<file path="src/rtl/rr_pkg.sv">
// Shared types and helpers for the round-robin grant sequencer.
package rr_pkg;

   typedef enum logic {IDLE, BUSY} rr_state_t;

   localparam int unsigned RR_N_REQ    = 4;
   localparam int unsigned RR_MAX_HOLD = 8;

   // Binary index of the highest set bit; 0 for an all-zero vector.
   function automatic int unsigned onehot_to_idx(input logic [31:0] v);
      int unsigned idx;
      idx = 0;
      for (int i = 0; i < 32; i++) begin
         if (v[i]) idx = unsigned'(i);
      end
      return idx;
   endfunction

   function automatic logic is_onehot(input logic [31:0] v);
      return (v != 32'd0) && ((v & (v - 32'd1)) == 32'd0);
   endfunction

endpackage

</file>
<file path="src/rtl/rr_pick.sv">
// Rotating-priority winner select: first set req bit at or above the pointer, wrapping.
module rr_pick
   import rr_pkg::*;
#(
   parameter int unsigned N_REQ = RR_N_REQ
) (
   input  logic [N_REQ-1:0] req,
   input  logic [N_REQ-1:0] prio_ptr,
   output logic [N_REQ-1:0] winner
);

   localparam int unsigned W2 = 2 * N_REQ;

   logic [W2-1:0] dbl;
   logic [W2-1:0] mask;
   logic [W2-1:0] masked;
   logic [W2-1:0] low;

   // Upper copy of req supplies the wrapped-around candidates below the pointer.
   always_comb begin
      dbl    = {req, req};
      mask   = ~({{N_REQ{1'b0}}, prio_ptr} - W2'(1));
      masked = dbl & mask;
      low    = masked & (~masked + W2'(1));
      winner = low[N_REQ-1:0] | low[W2-1:N_REQ];
   end

endmodule

</file>
<file path="src/rtl/rr_grant_sequencer.sv">
// Round-robin grant sequencer with hold timeout; PRIORITY_LOAD_EN adds a
// loadable priority pointer (load/ptr_in ports).
module rr_grant_sequencer
   import rr_pkg::*;
#(
   parameter int unsigned N_REQ    = RR_N_REQ,
   parameter int unsigned MAX_HOLD = RR_MAX_HOLD,
   parameter int unsigned IDX_W    = $clog2(N_REQ)
) (
   input  logic             clk,
   input  logic             reset,
   input  logic [N_REQ-1:0] req,
   input  logic             done,
`ifdef PRIORITY_LOAD_EN
   input  logic             load,
   input  logic [N_REQ-1:0] ptr_in,
`endif
   output logic [N_REQ-1:0] grant,
   output logic [IDX_W-1:0] grant_idx,
   output logic             busy,
   output logic             timeout,
   output logic [N_REQ-1:0] prio_ptr
);

   localparam int unsigned HOLD_W = $clog2(MAX_HOLD + 1);

   rr_state_t         state;
   logic [HOLD_W-1:0] hold_cnt;
   logic [N_REQ-1:0]  winner;
   logic              hold_expired;
   logic              withdrawn;
   logic              release_now;
   logic              forced;

   rr_pick #(.N_REQ(N_REQ)) u_pick (
      .req      (req),
      .prio_ptr (prio_ptr),
      .winner   (winner)
   );

   // Done beats the hold expiry; a withdrawn request releases silently.
   always_comb begin
      hold_expired = (hold_cnt == HOLD_W'(MAX_HOLD - 1));
      withdrawn    = ((req & grant) == '0);
      release_now  = done || hold_expired || withdrawn;
      forced       = hold_expired && !done && !withdrawn;
   end

   always_ff @(posedge clk) begin
      if (reset) begin
         state     <= IDLE;
         grant     <= '0;
         grant_idx <= '0;
         busy      <= 1'b0;
         timeout   <= 1'b0;
         prio_ptr  <= N_REQ'(1);
         hold_cnt  <= '0;
      end else begin
         timeout <= 1'b0;
         if (state == IDLE) begin
            if (req != '0) begin
               state     <= BUSY;
               grant     <= winner;
               grant_idx <= IDX_W'(onehot_to_idx(32'(winner)));
               busy      <= 1'b1;
               hold_cnt  <= '0;
            end
         end else begin
            if (release_now) begin
               state     <= IDLE;
               grant     <= '0;
               grant_idx <= '0;
               busy      <= 1'b0;
               hold_cnt  <= '0;
               timeout   <= forced;
               prio_ptr  <= {grant[N_REQ-2:0], grant[N_REQ-1]};
            end else begin
               hold_cnt <= hold_cnt + HOLD_W'(1);
            end
         end
`ifdef PRIORITY_LOAD_EN
         // A valid load overrides the rotate on the same edge.
         if (load && is_onehot(32'(ptr_in))) begin
            prio_ptr <= ptr_in;
         end
`endif
      end
   end

endmodule
</file>
<file path="config.mk">
export PLATFORM = sky130hd
export DESIGN_NAME = rr_grant_sequencer
export DESIGN_NICKNAME = d
export VERILOG_FILES = /design/src/rtl/rr_pkg.sv /design/src/rtl/rr_pick.sv /design/src/rtl/rr_grant_sequencer.sv
export SDC_FILE = /design/constraint.sdc
export NUM_CORES = 1
export LEC_CHECK = 0
export ABC_CLOCK_PERIOD_IN_PS = 1900
export CORE_ASPECT_RATIO = 0.7
export CORE_MARGIN = 2
export CORE_UTILIZATION = 39
export DETAILED_ROUTE_END_ITERATION = 10
export MAX_ROUTING_LAYER = met4
export SLEW_MARGIN = 20
export SYNTH_ARGS = -nofsm -noshare
export SYNTH_HDL_FRONTEND = slang
export SYNTH_SLANG_ARGS = --single-unit
</file>
<file path="constraint.sdc">
create_clock -name clk -period 1.9 [get_ports clk]
set_input_delay 0.38 -clock clk [delete_from_list [all_inputs] [get_ports clk]]
set_output_delay 0.38 -clock clk [all_outputs]
set_load 0.1 [all_outputs]
</file>
==> run notes <==
Flow results are below.

- The pre-antenna-repair detailed-routing pass consisted of 4 iterations.
- The synthesized design contains 0 enable-type register cells.
- The number of pins with negative max-slew slack in the final report is 0, for reference.
- The top cell type in the final layout, fill and taps aside, is buf_4.
- Synthesis instantiated 43 different standard cells from the library.
- The largest incremental delay on the critical path is 0.43 ns, for reference.
- Across the VDD grid, the largest voltage drop is 0.484 mV.
- The max-capacitance violation count is 0, for reference.
- Summing every instance area after synthesis gives 930 sq um.
- Subtracting the final worst setup slack from the clock period gives 1.75 ns.
- STA shows the worst reg2reg path with a cell count of 7.
- The repair_antennas step left the layout with diodes totalling 0.
- Of the post-synthesis cell area, the dominant cell type holds 0.366.
- In the global route stage, met2 resource usage came out at 0.243.
- The core area is 0.00221 sq mm, for reference.
- The chip occupies 0.00280 sq mm.
- The count of final hold-check violations is 0, for reference.
- Note that the worst hold path type here is flop to flop.
- The number of global-route vias before repair came to 762.
- The average instance area after synthesis is approximately 9.6 sq um, for reference.
- The endpoint identified for the worst register-to-register timing path is grant[0]$_SDFFE_PP0P_.
- The critical path is of the flop to flop type.
- The maximum number of pins on one net before global-route repair is 14, for reference.
- Setup repair after global routing left no endpoint under its margin.
- The detailed router put a total of 1.09 mm of wire on met1.
- CTS built an H-tree with a depth of 1.
- The initial antenna violation count is 0, for reference.
- The largest fanout on the critical path is 6, for reference.
- The beginning of the critical path is prio_ptr[0]$_SDFFE_PP1P_, for reference.
- The vertical die size is 44.9 um, for reference.
- In this design, the largest share of critical-path delay is due to AND-OR/OR-AND gates.
- The topmost layer with routed signal wires is met4, for reference.
- The number of synthesis warnings is 0, for reference.
- Headroom to the max-slew limit came out at 0.674.
- The floorplan report gives the top-level pin count as 19.
- The capturing instance or port of the critical path is grant[0]$_SDFFE_PP0P_, for reference.
- Excluding fillers, the count of instances in the completed layout stands at approximately 150.
- The critical path capture point type is a flop, for reference.
- The most used flip-flop cell is dfxtp_1, for reference.
- The end of the worst hold path is grant_idx[0]$_SDFFE_PP0P_, for reference.
- The cell type of the slowest stage on the worst timing path is a2111oi_1, for reference.
- The share of flip-flops with an asynchronous set or reset after synthesis is 0, for reference.
- The per-cell via count in the routed design is 5.10, for reference.
- Overall routing resource usage recorded by global route was 0.170.
- The total met3 wirelength after detailed routing is 141 um, for reference.
- Setup violations remaining at the end of the flow were counted as 0.
- The die span in x is slightly above 60 um, for reference.
- The signal on the critical path passes through inv_1, ha_1, nand2b_1, a21oi_1, a2111oi_1, o21ai_0, a21oi_1.
- The leading cell type by number of instances after synthesis is dfxtp_1, for reference.
- The clock root buffer master is clkbuf_4, for reference.
- The cell type that accounts for the most area after synthesis is dfxtp_1.
- The final antenna-violating net count is 0, for reference.
- The clock tree from TritonCTS is yes, for reference.
- The number of buffers inserted to repair setup after CTS is 0, for reference.
- Warnings raised by the tools during the run amount to 26.
- Static timing analysis puts the maximum clock frequency at 572 MHz.
- The instance count along the most critical hold path is 2, for reference.
- The fraction of the core area covered by cells at the end of the flow is 0.574, for reference.
- After technology mapping, the gate count stands at 97.
- The cell total in the yosys stat output is ~97, for reference.
- The main area contributors are dfxtp_1, a21oi_1, mux2i_1.
- The run finished with clean final reports.
- The routed via count is between 700 and 800, for reference.
- According to the finish report, the design has a final net count of 131.
- The global-route wire length before repair is 3.56 mm, for reference.
- After the first detailed-routing iteration, the DRC count stood at 20.
- The post-route DRC violation count is 0, for reference.
- Clock tree synthesis inserted a total of 3 buffers.
- The post-synth register bit count is 17.
- The most frequent cell on the critical path is a21oi_1, for reference.
- The post-synth area from yosys stat is 930 sq um, for reference.
- Counting buffers and inverters, the worst setup path is 7 cells deep.
- The final weighted congestion recorded by global placement is 0.861.
- The routed length on met2 is 754 um, for reference.
- STA reports a reg2reg setup slack of ~0.15 ns.
- The instance count after placement with tap cells included is 149, for reference.
- For this run, the register share of the synthesized area comes to 0.366.
- The final critical-path share of the clock period is 0.920, for reference.
- The area added between synthesis and finish is 36.3%, for reference.
- The source of the worst hold timing path is grant_idx[0]$_SDFFE_PP0P_, for reference.
- STA classifies the critical path startpoint as a flop.
- met3 track demand over resource after global routing is 0.0549.
- The arrival time of data at the critical path endpoint is 1.96 ns, for reference.
- In this run the power density over the cells is ~680 mW/mm^2.
- For this design, the sink count on the clock tree is 17.
- Per the final layout report, the fraction of cells sized above drive strength 1 comes to 0.331.
- After synthesis, the most frequently instantiated cells are dfxtp_1, nor2_1, a21oi_1, nand2_1.
- The routed wirelength normalized by instance count is 13.0 um, for reference.
## report_power, final
group | internal, mW | total (mW) | switching, mW | leakage (nW)
combinational | 0.104 | 0.274 | 0.170 | 0.383
clock | 0.0816 | 0.189 | 0.108 | 0.0150
sequential | 0.374 | 0.401 | 0.0271 | 0.141
## layout make-up
class	instances	area, sq um	area share
well taps	32	40.0	0.0316
inverters	4	15.0	0.0118
clock buffers	4	26.3	0.0207
repair buffers	25	303	0.239
multi-input cells	71	534	0.422
flip-flops and latches	17	349	0.275
## cells by family (layout without fill, tap and decap cells)
logic type / count (synthesis) / in the layout / synth area share
adders and majority gates: 2 / 2 / 0.0269
muxes: 4 / 4 / 0.0431
buffers and inverters: 9 / 33 / 0.0606
xor gates and xnor gates: 3 / 3 / 0.0283
AOI/OAI and AO/OA: 26 / 26 / 0.244
and+or+nand+nor: 36 / 36 / 0.232
DFF: 17 / 17 / 0.366
## through the flow
stage / setup slack [ns] / setup TNS (ns) / power [mW] / hold slack (ns) / instance area (sq um)
global placement: -0.0317 / -0.0570 / 0.680 / 0.463 / 1240
detailed placement: -0.105 / -0.299 / 0.682 / 0.472 / 1240
global route: 0.0427 / 0 / 0.908 / 0.514 / 1270
finish: 0.151 / 0 / 0.864 / 0.482 / 1270
floorplan: 0.0107 / 0 / 0.595 / 0.503 / 938
CTS: 0.0984 / 0 / 0.868 / 0.485 / 1270
## sequential cells by signal, indices dropped and copies added (netlist names)
| name | cells |
|---|---|
| busy | 1 |
| grant | 4 |
| grant_idx | 2 |
| hold_cnt | 4 |
| prio_ptr | 4 |
| state | 1 |
| timeout | 1 |
## what timing repair did
action / in CTS / in global routing
gates resized: 0 / 1
endpoints found under the setup margin: 0 / 1
hold buffers: 0 / 0
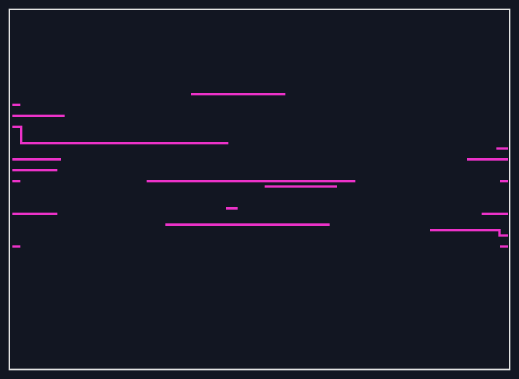
Fig. 1. Metal 3.
(8 px per um)
share of all routed wire	7.1%
nets with wire on the layer	18

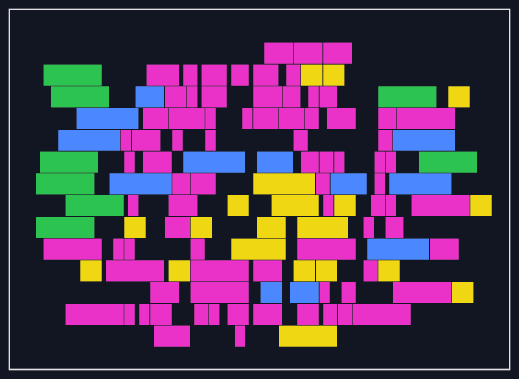
Fig. 2. Cells by drive strength.
(8 px per um)
colour	size	cells
yellow	_3 and _4 cells	20
magenta	_0 and _1 cells	81
blue	_2 cells	12
green	_6 and larger	8

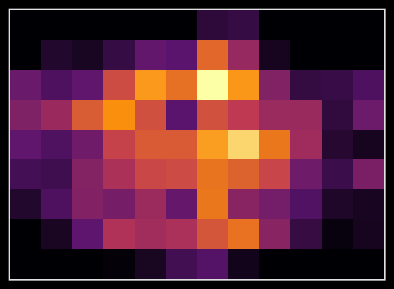
Fig. 3. Routed metal per tile.
(6 px per um) The die is cut into 12 by 9 equal tiles; black is low, pale yellow is high, scaled to the fullest tile. Values are wire area over tile area, all layers added.
tiles over half the peak	23%
densest ninth of the die	middle
emptiest ninth of the die	top right
fullest tile	0.40
nearly empty tiles	21%
mean over tiles	0.11

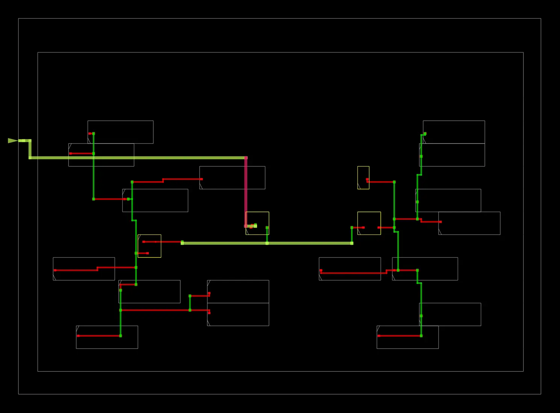
Fig. 4. Clock wiring as the flow saved it.
sequential cell count: 17
clock latency reported for the late side of the worst-skew pair: 0.29 ns
Setup Skew: 0.00409 ns

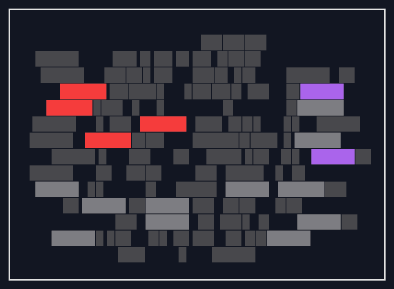
Fig. 5. Sequential cells coloured by netlist name.
(6 px per um)
colour	signal	placed flops
purple	grant_idx	2
red	prio_ptr	4
not coloured	11

Power is estimated from default activity; no workload was simulated.
